Metal 3:
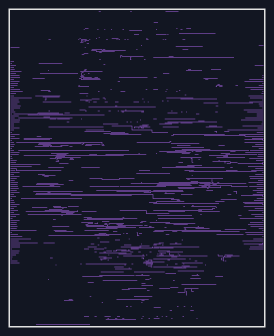
Routed metal per tile:
17 x 21 tiles, from black (low) to pale yellow (high), scaled to the fullest tile. Values are wire area over tile area, all layers added.
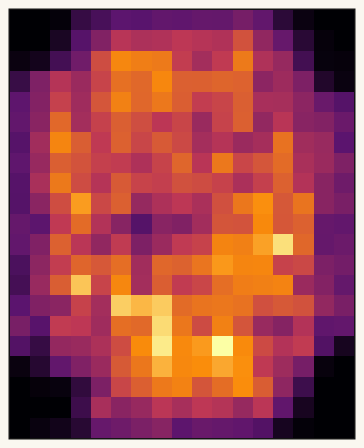
Sequential cells grouped by signal name:
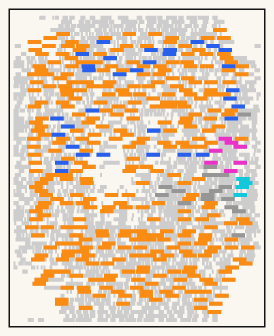
`config.mk`:
```
export PLATFORM = sky130hd
export DESIGN_NAME = slv_guard_cfg_seq
export DESIGN_NICKNAME = d
export VERILOG_FILES = /design/src/rtl/slv_guard_cfg_pkg.sv /design/src/rtl/slv_guard_cfg_timer.sv /design/src/rtl/slv_guard_cfg_seq.sv
export SDC_FILE = /design/constraint.sdc
export NUM_CORES = 1
export LEC_CHECK = 0
export CAP_MARGIN = 15
export CORE_ASPECT_RATIO = 1.25
export CORE_MARGIN = 2
export CORE_UTILIZATION = 50
export DETAILED_ROUTE_END_ITERATION = 16
export GPL_ROUTABILITY_DRIVEN = 1
export GPL_TIMING_DRIVEN = 0
export PLACE_DENSITY = 0.84
export SETUP_SLACK_MARGIN = 0.3
export SKIP_CTS_REPAIR_TIMING = 1
export SKIP_LAST_GASP = 1
export SLEW_MARGIN = 10
export SYNTH_ARGS = -nofsm -noshare
export SYNTH_HDL_FRONTEND = slang
export SYNTH_SLANG_ARGS = --single-unit
export TNS_END_PERCENT = 1
```
`constraint.sdc`:
```
create_clock -name clk_i -period 2.6 [get_ports clk_i]
set_input_delay 0.39 -clock clk_i [delete_from_list [all_inputs] [get_ports clk_i]]
set_output_delay 0.39 -clock clk_i [all_outputs]
set_load 0.03 [all_outputs]
```
`src/rtl/slv_guard_cfg_pkg.sv`:
```
// Shared types and register map for the guard configuration sequencer.
// SLV_GUARD_CFG_READBACK_EN adds the READ/CHECK states used for write verification.
package slv_guard_cfg_pkg;

    localparam logic [31:0] ENABLE_OFFSET = 32'h0000_0000;
    localparam logic [31:0] BUDGET_STRIDE = 32'h0000_0004;

    typedef enum logic [2:0] {
        IDLE  = 3'd0,
        WRITE = 3'd1,
`ifdef SLV_GUARD_CFG_READBACK_EN
        READ  = 3'd2,
        CHECK = 3'd3,
`endif
        DONE  = 3'd4,
        ERR   = 3'd5
    } state_e;

    typedef struct packed {
        logic [31:0] addr;
        logic        write;
        logic [31:0] wdata;
        logic [3:0]  wstrb;
        logic        valid;
    } cfg_reg_req_t;

    typedef struct packed {
        logic [31:0] rdata;
        logic        error;
        logic        ready;
    } cfg_reg_rsp_t;

    // Index 0 is the enable register; budget i sits at stride*i.
    function automatic logic [31:0] budget_offset(input logic [31:0] idx);
        return (idx == 32'd0) ? ENABLE_OFFSET : BUDGET_STRIDE * idx;
    endfunction

endpackage

```
`src/rtl/slv_guard_cfg_timer.sv`:
```
// Ready-wait counter: counts cycles a request is pending and flags the last allowed one.
module slv_guard_cfg_timer #(
    parameter int unsigned TimeoutCycles = 64
) (
    input  logic clk,
    input  logic rst_n,
    input  logic srst,
    input  logic run,
    output logic expired
);

    localparam int unsigned CntW = $clog2(TimeoutCycles + 1);
    localparam logic [CntW-1:0] Limit = CntW'(TimeoutCycles - 1);

    logic [CntW-1:0] cnt_r;

    // Wait counter, cleared whenever no request is outstanding.
    always_ff @(posedge clk or negedge rst_n) begin
        if (!rst_n) begin
            cnt_r <= '0;
        end else if (srst) begin
            cnt_r <= '0;
        end else if (run && (cnt_r != Limit)) begin
            cnt_r <= cnt_r + 1'b1;
        end else begin
            cnt_r <= cnt_r;
        end
    end

    assign expired = run && (cnt_r == Limit);

endmodule

```
`src/rtl/slv_guard_cfg_seq.sv`:
```
// Writes the guard enable and budget registers over a register bus, with timeout and error abort.
// Build option: SLV_GUARD_CFG_READBACK_EN verifies every write with a readback.
module slv_guard_cfg_seq
    import slv_guard_cfg_pkg::*;
#(
    parameter int unsigned          AddrWidth     = 32,
    parameter int unsigned          DataWidth     = 32,
    parameter int unsigned          NumBudgets    = 10,
    parameter logic [AddrWidth-1:0] BaseAddr      = 32'h0,
    parameter int unsigned          TimeoutCycles = 64,
    parameter type                  reg_req_t     = slv_guard_cfg_pkg::cfg_reg_req_t,
    parameter type                  reg_rsp_t     = slv_guard_cfg_pkg::cfg_reg_rsp_t
) (
    input  logic                                  clk_i,
    input  logic                                  rst_ni,
    input  logic                                  start_i,
    input  logic [NumBudgets-1:0][DataWidth-1:0]  budgets_i,
    output reg_req_t                              reg_req_o,
    input  reg_rsp_t                              reg_rsp_i,
    output logic                                  busy_o,
    output logic                                  done_o,
    output logic                                  error_o,
    output logic                                  timeout_o,
    output logic [$clog2(NumBudgets+1)-1:0]       err_idx_o
);

    localparam int unsigned     IdxW    = $clog2(NumBudgets + 1);
    localparam int unsigned     StrbW   = DataWidth / 8;
    localparam logic [IdxW-1:0] LastIdx = IdxW'(NumBudgets);

    state_e                               state_r;
    logic [IdxW-1:0]                      idx_r;
    logic [IdxW-1:0]                      err_idx_r;
    logic [NumBudgets-1:0][DataWidth-1:0] snap_r;
    logic                                 valid_r;
    logic                                 write_r;
    logic [AddrWidth-1:0]                 addr_r;
    logic [DataWidth-1:0]                 wdata_r;
    logic [StrbW-1:0]                     wstrb_r;
    logic                                 busy_r;
    logic                                 done_r;
    logic                                 error_r;
    logic                                 timeout_r;
`ifdef SLV_GUARD_CFG_READBACK_EN
    logic [DataWidth-1:0]                 rdata_r;
`endif
    logic [AddrWidth-1:0]                 addr_s;
    logic [DataWidth-1:0]                 data_s;
    logic                                 timer_srst_s;
    logic                                 timer_run_s;
    logic                                 timer_expired_s;
    reg_req_t                             req_s;

    assign addr_s       = BaseAddr + AddrWidth'(budget_offset(32'(idx_r)));
    assign timer_run_s  = valid_r && !reg_rsp_i.ready;
    assign timer_srst_s = !valid_r;

    // Payload for the current index: the enable value, then the snapshotted budgets.
    always_comb begin
        data_s = DataWidth'(1);
        for (int i = 0; i < NumBudgets; i++) begin
            data_s = (idx_r == IdxW'(i + 1)) ? snap_r[i] : data_s;
        end
    end

    slv_guard_cfg_timer #(
        .TimeoutCycles(TimeoutCycles)
    ) u_timer (
        .clk    (clk_i),
        .rst_n  (rst_ni),
        .srst   (timer_srst_s),
        .run    (timer_run_s),
        .expired(timer_expired_s)
    );

    // Sequencer FSM; a request is raised one cycle after entering an access so valid always drops in between.
    always_ff @(posedge clk_i or negedge rst_ni) begin
        if (!rst_ni) begin
            state_r   <= IDLE;
            idx_r     <= '0;
            err_idx_r <= '0;
            snap_r    <= '0;
            valid_r   <= 1'b0;
            write_r   <= 1'b0;
            addr_r    <= '0;
            wdata_r   <= '0;
            wstrb_r   <= '0;
            busy_r    <= 1'b0;
            done_r    <= 1'b0;
            error_r   <= 1'b0;
            timeout_r <= 1'b0;
`ifdef SLV_GUARD_CFG_READBACK_EN
            rdata_r   <= '0;
`endif
        end else begin
            case (state_r)
                IDLE, DONE, ERR: begin
                    if (start_i) begin
                        snap_r    <= budgets_i;
                        done_r    <= 1'b0;
                        error_r   <= 1'b0;
                        timeout_r <= 1'b0;
                        idx_r     <= '0;
                        busy_r    <= 1'b1;
                        state_r   <= WRITE;
                    end
                end
                WRITE: begin
                    if (!valid_r) begin
                        valid_r <= 1'b1;
                        write_r <= 1'b1;
                        addr_r  <= addr_s;
                        wdata_r <= data_s;
                        wstrb_r <= '1;
                    end else if (reg_rsp_i.ready) begin
                        valid_r <= 1'b0;
                        if (reg_rsp_i.error) begin
                            state_r   <= ERR;
                            busy_r    <= 1'b0;
                            error_r   <= 1'b1;
                            err_idx_r <= idx_r;
`ifdef SLV_GUARD_CFG_READBACK_EN
                        end else begin
                            state_r <= READ;
                        end
`else
                        end else if (idx_r == LastIdx) begin
                            state_r <= DONE;
                            busy_r  <= 1'b0;
                            done_r  <= 1'b1;
                        end else begin
                            idx_r <= idx_r + 1'b1;
                        end
`endif
                    end else if (timer_expired_s) begin
                        valid_r   <= 1'b0;
                        state_r   <= ERR;
                        busy_r    <= 1'b0;
                        error_r   <= 1'b1;
                        timeout_r <= 1'b1;
                        err_idx_r <= idx_r;
                    end
                end
`ifdef SLV_GUARD_CFG_READBACK_EN
                READ: begin
                    if (!valid_r) begin
                        valid_r <= 1'b1;
                        write_r <= 1'b0;
                    end else if (reg_rsp_i.ready) begin
                        valid_r <= 1'b0;
                        rdata_r <= reg_rsp_i.rdata;
                        if (reg_rsp_i.error) begin
                            state_r   <= ERR;
                            busy_r    <= 1'b0;
                            error_r   <= 1'b1;
                            err_idx_r <= idx_r;
                        end else begin
                            state_r <= CHECK;
                        end
                    end else if (timer_expired_s) begin
                        valid_r   <= 1'b0;
                        state_r   <= ERR;
                        busy_r    <= 1'b0;
                        error_r   <= 1'b1;
                        timeout_r <= 1'b1;
                        err_idx_r <= idx_r;
                    end
                end
                CHECK: begin
                    if (rdata_r != wdata_r) begin
                        state_r   <= ERR;
                        busy_r    <= 1'b0;
                        error_r   <= 1'b1;
                        err_idx_r <= idx_r;
                    end else if (idx_r == LastIdx) begin
                        state_r <= DONE;
                        busy_r  <= 1'b0;
                        done_r  <= 1'b1;
                    end else begin
                        idx_r   <= idx_r + 1'b1;
                        state_r <= WRITE;
                    end
                end
`endif
                default: begin
                    state_r <= IDLE;
                    busy_r  <= 1'b0;
                    valid_r <= 1'b0;
                end
            endcase
        end
    end

    // Bus request assembled from the registered fields.
    always_comb begin
        req_s       = '0;
        req_s.valid = valid_r;
        req_s.write = write_r;
        req_s.addr  = addr_r;
        req_s.wdata = wdata_r;
        req_s.wstrb = wstrb_r;
    end

    assign reg_req_o = req_s;
    assign busy_o    = busy_r;
    assign done_o    = done_r;
    assign error_o   = error_r;
    assign timeout_o = timeout_r;
    assign err_idx_o = err_idx_r;

endmodule

```
==> out/metrics.cfg <==
[power_and_ir_drop]
power_leakage_nw=11.4
power.density_nw_per_um2=1080
p_int_mw=15.7
power_leader=registers
net-switching-power_mw=9.76
pwr-share-comb_pct=35.5
fin_total_pwr_mw=25.4
powerClk_mw=6.00
vdd_drop_max_v=0.000565
p_clk_share_pct=23.6
switching_share_pct=38.4

[cts]
clk_pin_slew_ns=0.06
numCtsBuffers=39
cts.sinks=379
cts_tree=done
clockBufferDepth=3
cts_root_buf=clkbuf_16
h-tree-depth=2

[final_timing]
period_needed_ns=2.48
finalHoldViolations=94
post-route-period-util_pct=95.4
fmax_mhz=403
worstMarginPinSlew_ns=0.847
setup_viol=0
slew_headroom_pct=43.5
finalMaxSlewViolations=0
fin_skew_ns=0.0170
fin_ws_ns=0.119
whs_ns=-0.146
rsz0062_at_grt=yes

[run]
warnings=65

[place]
place_area_um2=22100
io_buffers=374
place.gp.congestion=0.919
place_ws_ns=-0.252

[critical_path]
r2r-end=wdata_r[12]
r2r_slack_ns=0.12
startpoint_type=flop
cp_data_arrival_time_ns=2.92
crit_path_max_fanout=10
end_kind=flop
r2r_cells=9

[global_routing]
grt_pass1_wl_mm=95.1
antenna_found_initial=3
grt_max_degree=104
first_global_vias=17300

[status]
violations=negative hold slack
status=complete, but fails checks

[synthesis]
synthArstFlopShare_pct=100
synth_cells=2061
post_synth_num_cell_types=56
ys.flop_type=dfrtp_1

[route]
drc=0
drt-pass1-iter-count=6
routed_via_density=5.73
drt_iter0_drc=1706
final_antenna_net_count=0

[final_layout]
nFillCells=2707
logic_area_um2=7320
utilization_pct=68.4
syn_to_final_growth_pct=34.6
layout-drive-gt1-share_pct=9.14
lay_top_cells=nand2_1 (1011), dfrtp_1 (378), clkdlybuf4s50_1 (373), a21oi_1 (101), clkbuf_1 (84)

[worst_hold_path]
min_path_type=input pin to async pin

[floorplan]
core_um2=34500
rows=76
die_h_um=213

-- 'metal 3' (at the start) --
share of all routed wire	9.3%
nets with wire on the layer	531
main direction	horizontal
M3 GR Usage: 6.00%
DR vias: 17200
drt total wl: 63.1 mm

-- 'routed metal per tile' (at the start) --
mean over tiles	0.30
densest ninth of the die	south
nearly empty tiles	6.7%
drt wl/cell: 21.0 um
overall global routing resource usage: 34.4%

-- 'sequential cells grouped by signal name' (at the start) --
color	netlist name	flops
orange	`snap_r`	320
blue	`wdata_r`	32
magenta	`u_timer.cnt_r`	7
cyan	`addr_r`	4
sequential cell area share: 40.2%
Reg area: 9490 um^2

[stage by stage]
step | TNS [ns] | cells
after floorplan | 0 | 2088
after global placement | -5590.68 | 2930
after detailed placement | -3.27 | 2933
after CTS | -3.47 | 3003
after global routing | 0 | 3008
final | 0 | 3008
[critical path: stages (launching register included)]
cell and delay (ns):
dfrtp_2 0.42, inv_1 0.11, ha_1 0.21, clkbuf_4 0.21, nor4b_4 0.40, buf_6 0.22
a2bb2oi_1 0.12, o221ai_2 0.30, nand3_1 0.19, a31oi_1 0.23
[synthesized netlist by cell type, types with 3 or more instances]
cell type	instances	area share (%)
nand2b_1	5	0.18
nand2_1	1011	22
buf_1	10	0.21
o21ai_0	39	1.1
a2bb2oi_1	30	1.5
a221o_1	30	1.7
o221ai_1	29	1.4
or3b_2	30	1.5
and3b_1	3	0.15
dfrtp_1	379	54
buf_4	36	1.5
xor2_1	3	0.15
inv_1	7	0.15
a21oi_1	101	2.9
o22ai_1	31	1.1
buf_6	7	0.45
o22a_1	30	1.5
clkbuf_1	98	2.1
nand3_1	33	0.94
a31oi_1	34	1.2
o31ai_1	3	0.13
and2_1	5	0.18
nor2_1	17	0.36
nor2b_1	6	0.21
buf_2	34	0.97
ha_1	5	0.36
mux2_2	4	0.26
nand3b_1	3	0.13
a22o_1	3	0.15
[worst max path at each step]
stage          startpoint           to  depth (start not counted)
6_report         idx_r[0]  wdata_r[12]                          9
5_1_grt          idx_r[0]  wdata_r[19]                          9
4_1_cts          idx_r[0]  wdata_r[21]                          9
3_5_place_dp     idx_r[0]  wdata_r[21]                          9
3_3_place_gp       rst_ni  snap_r[311]                          1
2_1_floorplan    idx_r[0]     idx_r[3]                          9
[cells by family (layout without fill, tap and decap cells)]
logic type	Yosys count	in the layout	share of synthesized area, %
AND/OR/NAND/NOR	1128	1128	26.0
flip-flops	379	379	54.1
AND-OR/OR-AND	345	345	13.5
buffers and inverters	193	643	5.45
adder cells (fa/ha/maj)	5	5	0.357
XOR/XNOR	5	5	0.250
multiplexers	5	5	0.314
other	1	30	0.0214
[layout make-up]
cell class / count / share of cell area (%)
diodes: 2 / 0.0212
plain buffers: 186 / 4.12
clock buffers: 56 / 4.80
clock inverters: 14 / 0.954
inverters: 7 / 0.111
multi-input cells: 1516 / 31.0
flip-flops and latches: 379 / 40.2
well taps: 468 / 2.48
repair buffers: 380 / 16.3
[metal layers]
| layer | routed length [um] | part of all wire, % | vias to the layer above | GRT usage [%] |
|---|---|---|---|---|
| li1 | - | - | 7642 | - |
| met3 | 5860 | 9.3 | 254 | 6.00 |
| met2 | 29500 | 47 | 1101 | 53.7 |
| met4 | 5280 | 8.4 | 2 | 26.6 |
| met5 | 13 | 0.021 | - | 0 |
| met1 | 22400 | 36 | 8248 | 42.7 |
[state kept, by name, summed over array words and instances, names as in the netlist]
register       count
idx_r              4
u_timer.cnt_r      7
busy_o             1
wdata_r           32
valid_r            1
state_r            2
error_o            1
addr_r             4
err_idx_o          4
timeout_o          1
snap_r           320
wstrb_r            1
done_o             1
Power and IR drop assume default switching activity.
